--- src/rtl/valve_pkg.sv ---
// Shared state encoding and parameter defaults for the irrigation valve driver.
package valve_pkg;

    typedef enum logic [2:0] {
        ST_IDLE     = 3'd0,
        ST_OPENING  = 3'd1,
        ST_WATERING = 3'd2,
        ST_CLOSING  = 3'd3,
        ST_COOLDOWN = 3'd4,
        ST_FAULT    = 3'd5
    } valve_state_e;

    localparam int DEB_TICKS_DEF     = 3;
    localparam int MAX_ON_TICKS_DEF  = 60;
    localparam int MIN_OFF_TICKS_DEF = 30;
    localparam int ACK_CYCLES_DEF    = 8;

endpackage

--- src/rtl/tick_debouncer.sv ---
// Counts consecutive ticks with din=1, saturating at DEB_TICKS; any tick with din=0 clears.
module tick_debouncer
    import valve_pkg::*;
#(
    parameter int DEB_TICKS = DEB_TICKS_DEF
) (
    input  logic clk,
    input  logic clear_n,
    input  logic tick,
    input  logic din,
    output logic ok
);

    localparam int W = (DEB_TICKS < 1) ? 1 : $clog2(DEB_TICKS + 1);
    localparam logic [W-1:0] CNT_MAX = W'(DEB_TICKS);

    logic [W-1:0] cnt_q, cnt_d;

    always_comb begin
        cnt_d = cnt_q;
        if (tick) begin
            if (!din) begin
                cnt_d = '0;
            end else if (cnt_q != CNT_MAX) begin
                cnt_d = cnt_q + W'(1);
            end
        end
    end

    always_ff @(posedge clk or negedge clear_n) begin
        if (!clear_n) begin
            cnt_q <= '0;
        end else begin
            cnt_q <= cnt_d;
        end
    end

    assign ok = (cnt_q == CNT_MAX);

endmodule

--- src/rtl/valve_jk_driver.sv ---
// Watering controller: debounced dry sensor opens the valve via a one-cycle j pulse,
// closes it via a one-cycle k pulse, and enforces on-time, rest-time and feedback checks.
module valve_jk_driver
    import valve_pkg::*;
#(
    parameter int DEB_TICKS     = DEB_TICKS_DEF,
    parameter int MAX_ON_TICKS  = MAX_ON_TICKS_DEF,
    parameter int MIN_OFF_TICKS = MIN_OFF_TICKS_DEF,
    parameter int ACK_CYCLES    = ACK_CYCLES_DEF
) (
    input  logic       clk,
    input  logic       clear_n,
    input  logic       tick,
    input  logic       dry,
    input  logic       tank_low,
    input  logic       q_fb,
    output logic       j,
    output logic       k,
    output logic [2:0] state,
    output logic       fault
);

    localparam int TMR_MAX_A = (MAX_ON_TICKS > MIN_OFF_TICKS) ? MAX_ON_TICKS : MIN_OFF_TICKS;
    localparam int TMR_MAX   = (TMR_MAX_A > ACK_CYCLES) ? TMR_MAX_A : ACK_CYCLES;
    localparam int TMR_W     = $clog2(TMR_MAX + 1);

    localparam logic [TMR_W-1:0] ON_LAST  = TMR_W'(MAX_ON_TICKS - 1);
    localparam logic [TMR_W-1:0] OFF_LAST = TMR_W'(MIN_OFF_TICKS - 1);
    localparam logic [TMR_W-1:0] ACK_LAST = TMR_W'(ACK_CYCLES - 1);

    valve_state_e     state_q, state_d;
    logic [TMR_W-1:0] tmr_q, tmr_d;
    logic             j_q, j_d;
    logic             k_q, k_d;
    logic             fault_q, fault_d;
    logic             dry_ok;
    logic             deb_din;

    // Dry is masked during COOLDOWN: it is ignored there, and the tick that ends
    // COOLDOWN also clears the debounce count, so a fresh debounce is needed after rest.
    assign deb_din = dry & (state_q != ST_COOLDOWN);

    tick_debouncer #(
        .DEB_TICKS(DEB_TICKS)
    ) u_deb (
        .clk    (clk),
        .clear_n(clear_n),
        .tick   (tick),
        .din    (deb_din),
        .ok     (dry_ok)
    );

    // One timer serves the ack window, the on-time and the rest time; it is zeroed on every entry.
    always_comb begin
        state_d = state_q;
        tmr_d   = tmr_q;
        j_d     = 1'b0;
        k_d     = 1'b0;
        fault_d = 1'b0;
        case (state_q)
            ST_IDLE: begin
                if (dry_ok && !tank_low) begin
                    state_d = ST_OPENING;
                    tmr_d   = '0;
                    j_d     = 1'b1;
                end
            end
            ST_OPENING: begin
                if (q_fb) begin
                    state_d = ST_WATERING;
                    tmr_d   = '0;
                end else if (tmr_q == ACK_LAST) begin
                    state_d = ST_FAULT;
                end else begin
                    tmr_d = tmr_q + TMR_W'(1);
                end
            end
            ST_WATERING: begin
                if (!q_fb) begin
                    state_d = ST_FAULT;
                end else if (!dry || tank_low || (tick && (tmr_q == ON_LAST))) begin
                    state_d = ST_CLOSING;
                    tmr_d   = '0;
                    k_d     = 1'b1;
                end else if (tick) begin
                    tmr_d = tmr_q + TMR_W'(1);
                end
            end
            ST_CLOSING: begin
                if (!q_fb) begin
                    state_d = ST_COOLDOWN;
                    tmr_d   = '0;
                end else if (tmr_q == ACK_LAST) begin
                    state_d = ST_FAULT;
                end else begin
                    tmr_d = tmr_q + TMR_W'(1);
                end
            end
            ST_COOLDOWN: begin
                if (tick) begin
                    if (tmr_q == OFF_LAST) begin
                        state_d = ST_IDLE;
                        tmr_d   = '0;
                    end else begin
                        tmr_d = tmr_q + TMR_W'(1);
                    end
                end
            end
            ST_FAULT: begin
                state_d = ST_FAULT;
            end
            default: begin
                state_d = ST_FAULT;
            end
        endcase

        // FAULT drives the valve closed for as long as it lasts.
        if (state_d == ST_FAULT) begin
            j_d     = 1'b0;
            k_d     = 1'b1;
            fault_d = 1'b1;
        end
    end

    always_ff @(posedge clk or negedge clear_n) begin
        if (!clear_n) begin
            state_q <= ST_IDLE;
            tmr_q   <= '0;
            j_q     <= 1'b0;
            k_q     <= 1'b0;
            fault_q <= 1'b0;
        end else begin
            state_q <= state_d;
            tmr_q   <= tmr_d;
            j_q     <= j_d;
            k_q     <= k_d;
            fault_q <= fault_d;
        end
    end

    assign j     = j_q;
    assign k     = k_q;
    assign state = state_q;
    assign fault = fault_q;

endmodule

--- config.mk ---
export PLATFORM = sky130hd
export DESIGN_NAME = valve_jk_driver
export DESIGN_NICKNAME = d
export VERILOG_FILES = /design/src/rtl/valve_pkg.sv /design/src/rtl/tick_debouncer.sv /design/src/rtl/valve_jk_driver.sv
export SDC_FILE = /design/constraint.sdc
export NUM_CORES = 1
export LEC_CHECK = 0
export ABC_AREA = 1
export CAP_MARGIN = 30
export CELL_PAD_IN_SITES_DETAIL_PLACEMENT = 2
export CELL_PAD_IN_SITES_GLOBAL_PLACEMENT = 2
export CORE_MARGIN = 2
export CORE_UTILIZATION = 25
export DETAILED_ROUTE_END_ITERATION = 10
export PLACE_DENSITY = 0.75
export SYNTH_ARGS = -nofsm -noshare
export SYNTH_HDL_FRONTEND = slang
export SYNTH_SLANG_ARGS = --single-unit
--- constraint.sdc ---
create_clock -name clk -period 1.8 [get_ports clk]
set_input_delay 0.36 -clock clk [delete_from_list [all_inputs] [get_ports clk]]
set_output_delay 0.36 -clock clk [all_outputs]
set_load 0.01 [all_outputs]
run_1/wires.png
Scale: 4 px per µm.
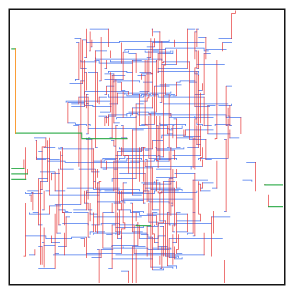
Key: orange = metal 4 [wire length 21.1 µm]; blue = metal 1 [wire length 1,350 µm]; red = metal 2 [wire length 1,650 µm]; green = metal 3 [wire length 52.1 µm]
GR Util All Layers: 0.156
Via Count: 1,069
Post-Route WL: 3070 µm
WL per Instance: 13.8 µm

run_1/congestion.png
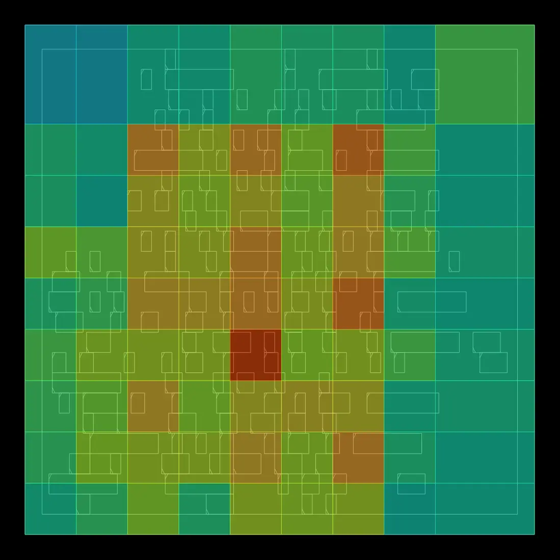
M3 GR Usage: 0.0244
Layout Utilization: 0.318

run_1/flops_by_reg.png
Scale: 4 px per µm. Other sequential cells in the stronger gray, the rest of the logic in the fainter gray.
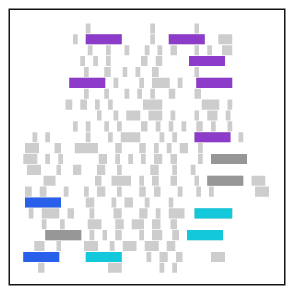
Key: blue = u_deb.cnt_q [placed flops 2]; purple = tmr_q [placed flops 6]; cyan = state [placed flops 3]
Another 3 sequential cells are not colored.
FF/Latch Area: 352 µm²
fraction of area in registers: 0.276
P_seq: 479 µW

==> Changelog: implementation, run 1 <==
### Physical design

- Reg-to-reg critical path startpoint: state[0]$_DFF_PN0_
- Critical Path, Cell by Cell: clkdlybuf4s50_1
- HPWL Detailed: 2530 µm
- Setup tns final: 0 ps
- Yosys xor share: 0
- Tot Pwr: 1.60 mW
- IO Port Bufs: 11
- Syn Area/Cell: 6.63 µm²
- Core box area: 4000 µm²
- FILL cells: 480
- Largest net degree at the start of global routing: 15
- Comb power frac: 0.533
- Mux share: 0
- Top non-seq family: simple AND/OR/NAND/NOR gates
- Gr busiest metal: met2
- Worst setup path end: state[0]
- Crit path buffers/inverters: 1
- Critical Path Slowest Stage Cell: clkdlybuf4s50_1
- P_clk: 267 µW
- Switching power: 737 µW
- GR Layer Usage met1: 0.190
- Sink Count: 14
- Post-synth top area cell: dfrtp_1
- Period utilization: 0.947
- Kind of cell adding the most delay to the critical path: buffers and inverters
- Slew Limit Fails: 0
- Critical Path Source: state[0]$_DFF_PN0_
- Mapped Area: 1040 µm²
- Die height: 68.5 µm
- Area share, top type: 0.337
- Insertion Delay late pin: 250 ps
- Power Internal: 861 µW
- Post-synth EDFFs: 0
- Largest stage delay, worst path: 600 ps
- Outcome: complete, no violations
- H-tree levels: 1
-- run 1: area by class of cell --
cell class | instances | area share
clock buffers | 3 | 0.0324
inverters | 29 | 0.0855
multi-input cells | 113 | 0.452
flip-flops and latches | 14 | 0.276
well taps | 50 | 0.0492
repair buffers | 14 | 0.104
-- run 1: metrics by stage --
stage	area, µm²	worst slack (ps)	util	hold WS, ps	cells
floorplan	1040	455	-	64.4	157
global placement	1220	25.1	0.306	475	220
detailed placement	1220	-49.8	0.306	485	220
CTS	1270	90.9	0.317	436	223
global route	1270	60.3	0.318	456	223
finish	1270	96.3	0.318	430	223
-- run 1: sequential cells by signal (all words and copies together) (netlist names) --
| signal | flops |
|---|---|
| fault | 1 |
| j | 1 |
| k | 1 |
| state | 3 |
| tmr_q | 6 |
| u_deb.cnt_q | 2 |
==> run 2: changes to the inputs <==
Settings changed: CTS_CLUSTER_SIZE from default to 40.
run_2/wires.png
Scale: 4 px per µm.
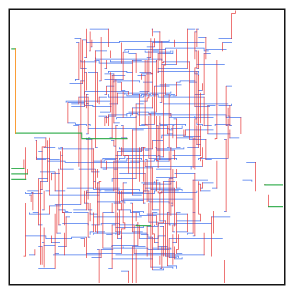

run_2/flops_by_reg.png
Scale: 4 px per µm. Other sequential cells in the stronger gray, the rest of the logic in the fainter gray.
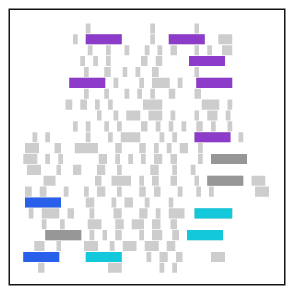
Key: purple = tmr_q [placed flops 6]; blue = u_deb.cnt_q [placed flops 2]; cyan = state [placed flops 3]
Another 3 sequential cells are not colored.

run_2/clk_routes.png
Scale: 6 px per µm.
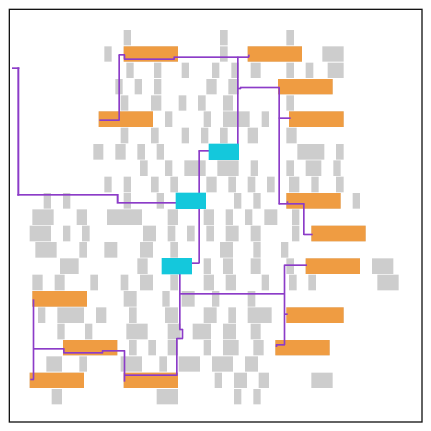
Key: orange = flip-flops [count 14]; purple = clock wires [length 272 µm]; cyan = clock drivers [count 3]
There are 4 routed clock nets. Position of the flops: widely spread.
Clock power frac: 0.167
Insertion Delay late pin: 250 ps
P_clk: 267 µW
clock skew: 3.53 ps

==> run 2 against run 1 <==
  * Via count unchanged
  * First-iteration DRC count unchanged
  * Combinational power about the same
  * Final area unchanged
  * Synthesized cell count unchanged
  * Fmax unchanged
  * Flip-flop count unchanged
  * Non-clock buffer count unchanged
  * Critical path type unchanged
  * Largest cell class unchanged
  * Largest power group unchanged
  * Highest routed layer unchanged
==> Changelog: implementation, run 2 <==
### Physical design

- Placed cell count: 220 (unchanged)
- Core box area: 4000 µm² (unchanged)
- Largest stage delay, worst path: 600 ps (about the same)
- Sink Count: 14 (unchanged)
- P_seq: 479 µW (about the same)
- Kind of cell adding the most delay to the critical path: buffers and inverters
- Switching power: 737 µW (unchanged)
- H-tree levels: 1 (unchanged)
- HPWL Detailed: 2530 µm (unchanged)
- Reg-to-reg critical path startpoint: state[0]$_DFF_PN0_
- Via Count: 1,069 (unchanged)
- Layout Utilization: 0.318 (unchanged)
- Setup tns final: 0 ps (unchanged)
- DP Area: 1220 µm² (unchanged)
- Post-synth EDFFs: 0 (unchanged)
- Top non-seq family: simple AND/OR/NAND/NOR gates
- Outcome: complete, no violations
- Final hold slack: 430 ps (unchanged)
- Die height: 68.5 µm (unchanged)
- Syn Area/Cell: 6.63 µm² (unchanged)
- Slew Limit Fails: 0 (unchanged)
- Critical Path Slowest Stage Cell: clkdlybuf4s50_1
- Critical Path, Cell by Cell: clkdlybuf4s50_1
-- run 2: final cells by class --
cell class / instances / area [µm²]
multi-input combinational: 113 / 576
sequential: 14 / 352
clock buffer: 3 / 41.3
fill: 480 / 2730
inverter: 29 / 109
timing repair buffer: 14 / 133
tap: 50 / 62.6
-- run 2: how the worst max path moves through the flow --
stage	cells after the start	to
final	1	state[0]
after global routing	1	state[0]
after CTS	1	state[0]
after detailed placement	8	tmr_q[3]$_DFFE_PN0P_
after global placement	8	tmr_q[1]$_DFFE_PN0P_
after floorplan	9	k$_DFF_PN0_
-- run 2: timing repair --
item                       4_1_cts  5_1_grt
setup endpoints to repair        1        3
gates resized                    1        1
hold buffers                     0        0
==> run 3: changes to the inputs <==
Settings changed: ABC_AREA 1 to default, CORE_UTILIZATION 25 to 34, PLACE_DENSITY 0.75 to 0.85.
run_3/layer_met3.png
Scale: 4 px per µm.
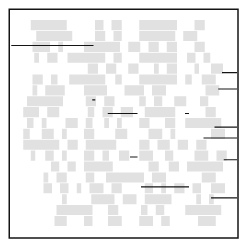
9 nets have wire on it. The wires run mostly horizontal. The layer holds 2.1% of the routed length. The layer carries 72.0 µm of wire.
Via Count: 909
Post-Route WL: 3370 µm

run_3/flops_by_reg.png
Scale: 4 px per µm. Other sequential cells in the stronger gray, the rest of the logic in the fainter gray.
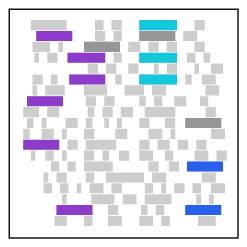
Key: cyan = state [placed flops 3]; blue = u_deb.cnt_q [placed flops 2]; purple = tmr_q [placed flops 6]
Another 3 sequential cells are not colored.
fraction of area in registers: 0.266
FF/Latch Area: 355 µm²
Layout Utilization: 0.493
P_seq: 327 µW

run_3/congestion.png
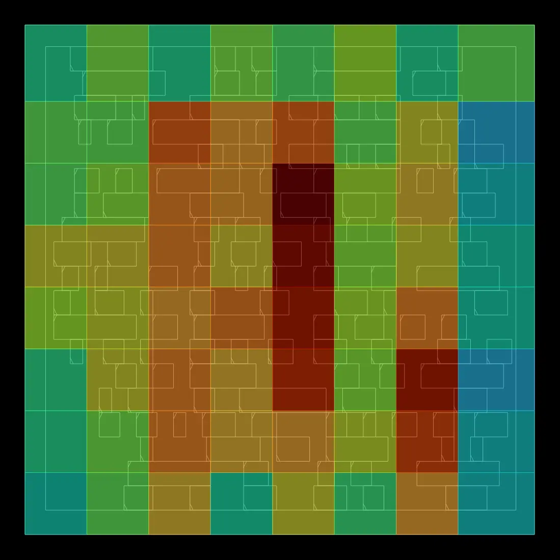
GR Layer Usage met1: 0.239
grt met2 use: 0.420
WL per Instance: 20.8 µm
gr busiest metal: met2
M3 GR Usage: 0.0253

==> run 3 against run 2 <==
  * Non-clock buffer count increased by 19
  * Clock skew increased by 12 ps
  * Worst setup slack got worse by 70 ps
  * Hold slack got worse by 63 ps
  * Via count decreased by 15%
  * Global-route usage increased by 5.8 points
  * Sequential power decreased by 32%
  * First-iteration DRC count decreased by 39%
==> Changelog: implementation, run 3 <==
### Physical design

- Most common cell in the netlist: dfrtp_1
- Num rows: 19
- Kind of cell adding the most delay to the critical path: buffers and inverters
- Worst EP arrival: 1950 ps
- Die height: 56.8 µm (-17%)
- WP depth: 6 (+5)
- Switching share of power: 0.253
- Largest stage delay, worst path: 500 ps (-100 ps)
- Sink Count: 14 (unchanged)
- Critical Path Source: dry
- HPWL Detailed: 2380 µm (-5.9%)
- Syn Area/Cell: 9.78 µm² (+47%)
- Top non-seq family: AND-OR/OR-AND gates
- Critical Path Slowest Stage Cell: clkdlybuf4s50_1
- Synth flops: 14
- Final hold slack: 367 ps (-63.4 ps)
- CTS resizes: 4 (+3)
- Setup tns final: 0 ps (unchanged)
- Tool warnings: 27
- Worst setup path end: tmr_q[0]$_DFFE_PN0P_
- Period utilization: 0.985
- Most numerous logic cell after layout: buf_4
- Mux share: 0.0330
- Slew Limit Fails: 0 (unchanged)
- Placed cell count: 157 (-29%)
- Insertion Delay late pin: 300 ps (+50 ps)
- Clock power frac: 0.387 (+0.220)
- Starting DRT DRC Count: 17
- H-tree levels: 1 (unchanged)
- Clock skew: 15.9 ps (+12.4 ps)
- Switching power: 162 µW (-78%)
- Crit end category: register
- P_clk: 247 µW (-7.5%)
- Total CTS buffers: 3
- Post-synth EDFFs: 0 (unchanged)
- FILL cells: 288 (-40%)
- Reg-to-reg critical path startpoint: state[1]$_DFF_PN0_
- DP Area: 1230 µm² (+0.51%)
- Final setup vio count: 0
- DRT antenna net count: 0
- Outcome: complete, no violations
- Core box area: 2710 µm² (-32%)
- Hold-fix buffers, CTS: 0 (unchanged)
[run 3: netlist changes by cell type after synthesis, moves of 4 or more]
cell	before	now
nand2_1	41	7
nor2_1	18	3
inv_1	23	9
nand3_1	19	5
nand2_2	9	0
inv_2	6	0
nand2b_1	0	4
o22ai_1	0	4
[run 3: cells by family after synthesis]
kind of cell               Yosys count
muxes                                3
and+or+nand+nor                     33
adders and majority gates            3
AOI/OAI and AO/OA                   30
buffers and inverters               12
xor gates and xnor gates             2
DFF                                 14
[run 3: final cells by class]
type / count / area (µm²) / area share
sequential: 14 / 355 / 0.266
multi-input combinational: 71 / 598 / 0.448
inverter: 9 / 33.8 / 0.0253
timing repair buffer: 33 / 274 / 0.205
clock buffer: 4 / 36.3 / 0.0272
tap: 31 / 38.8 / 0.0290
Power figures rest on the tool's default switching activity, not on a simulated workload.
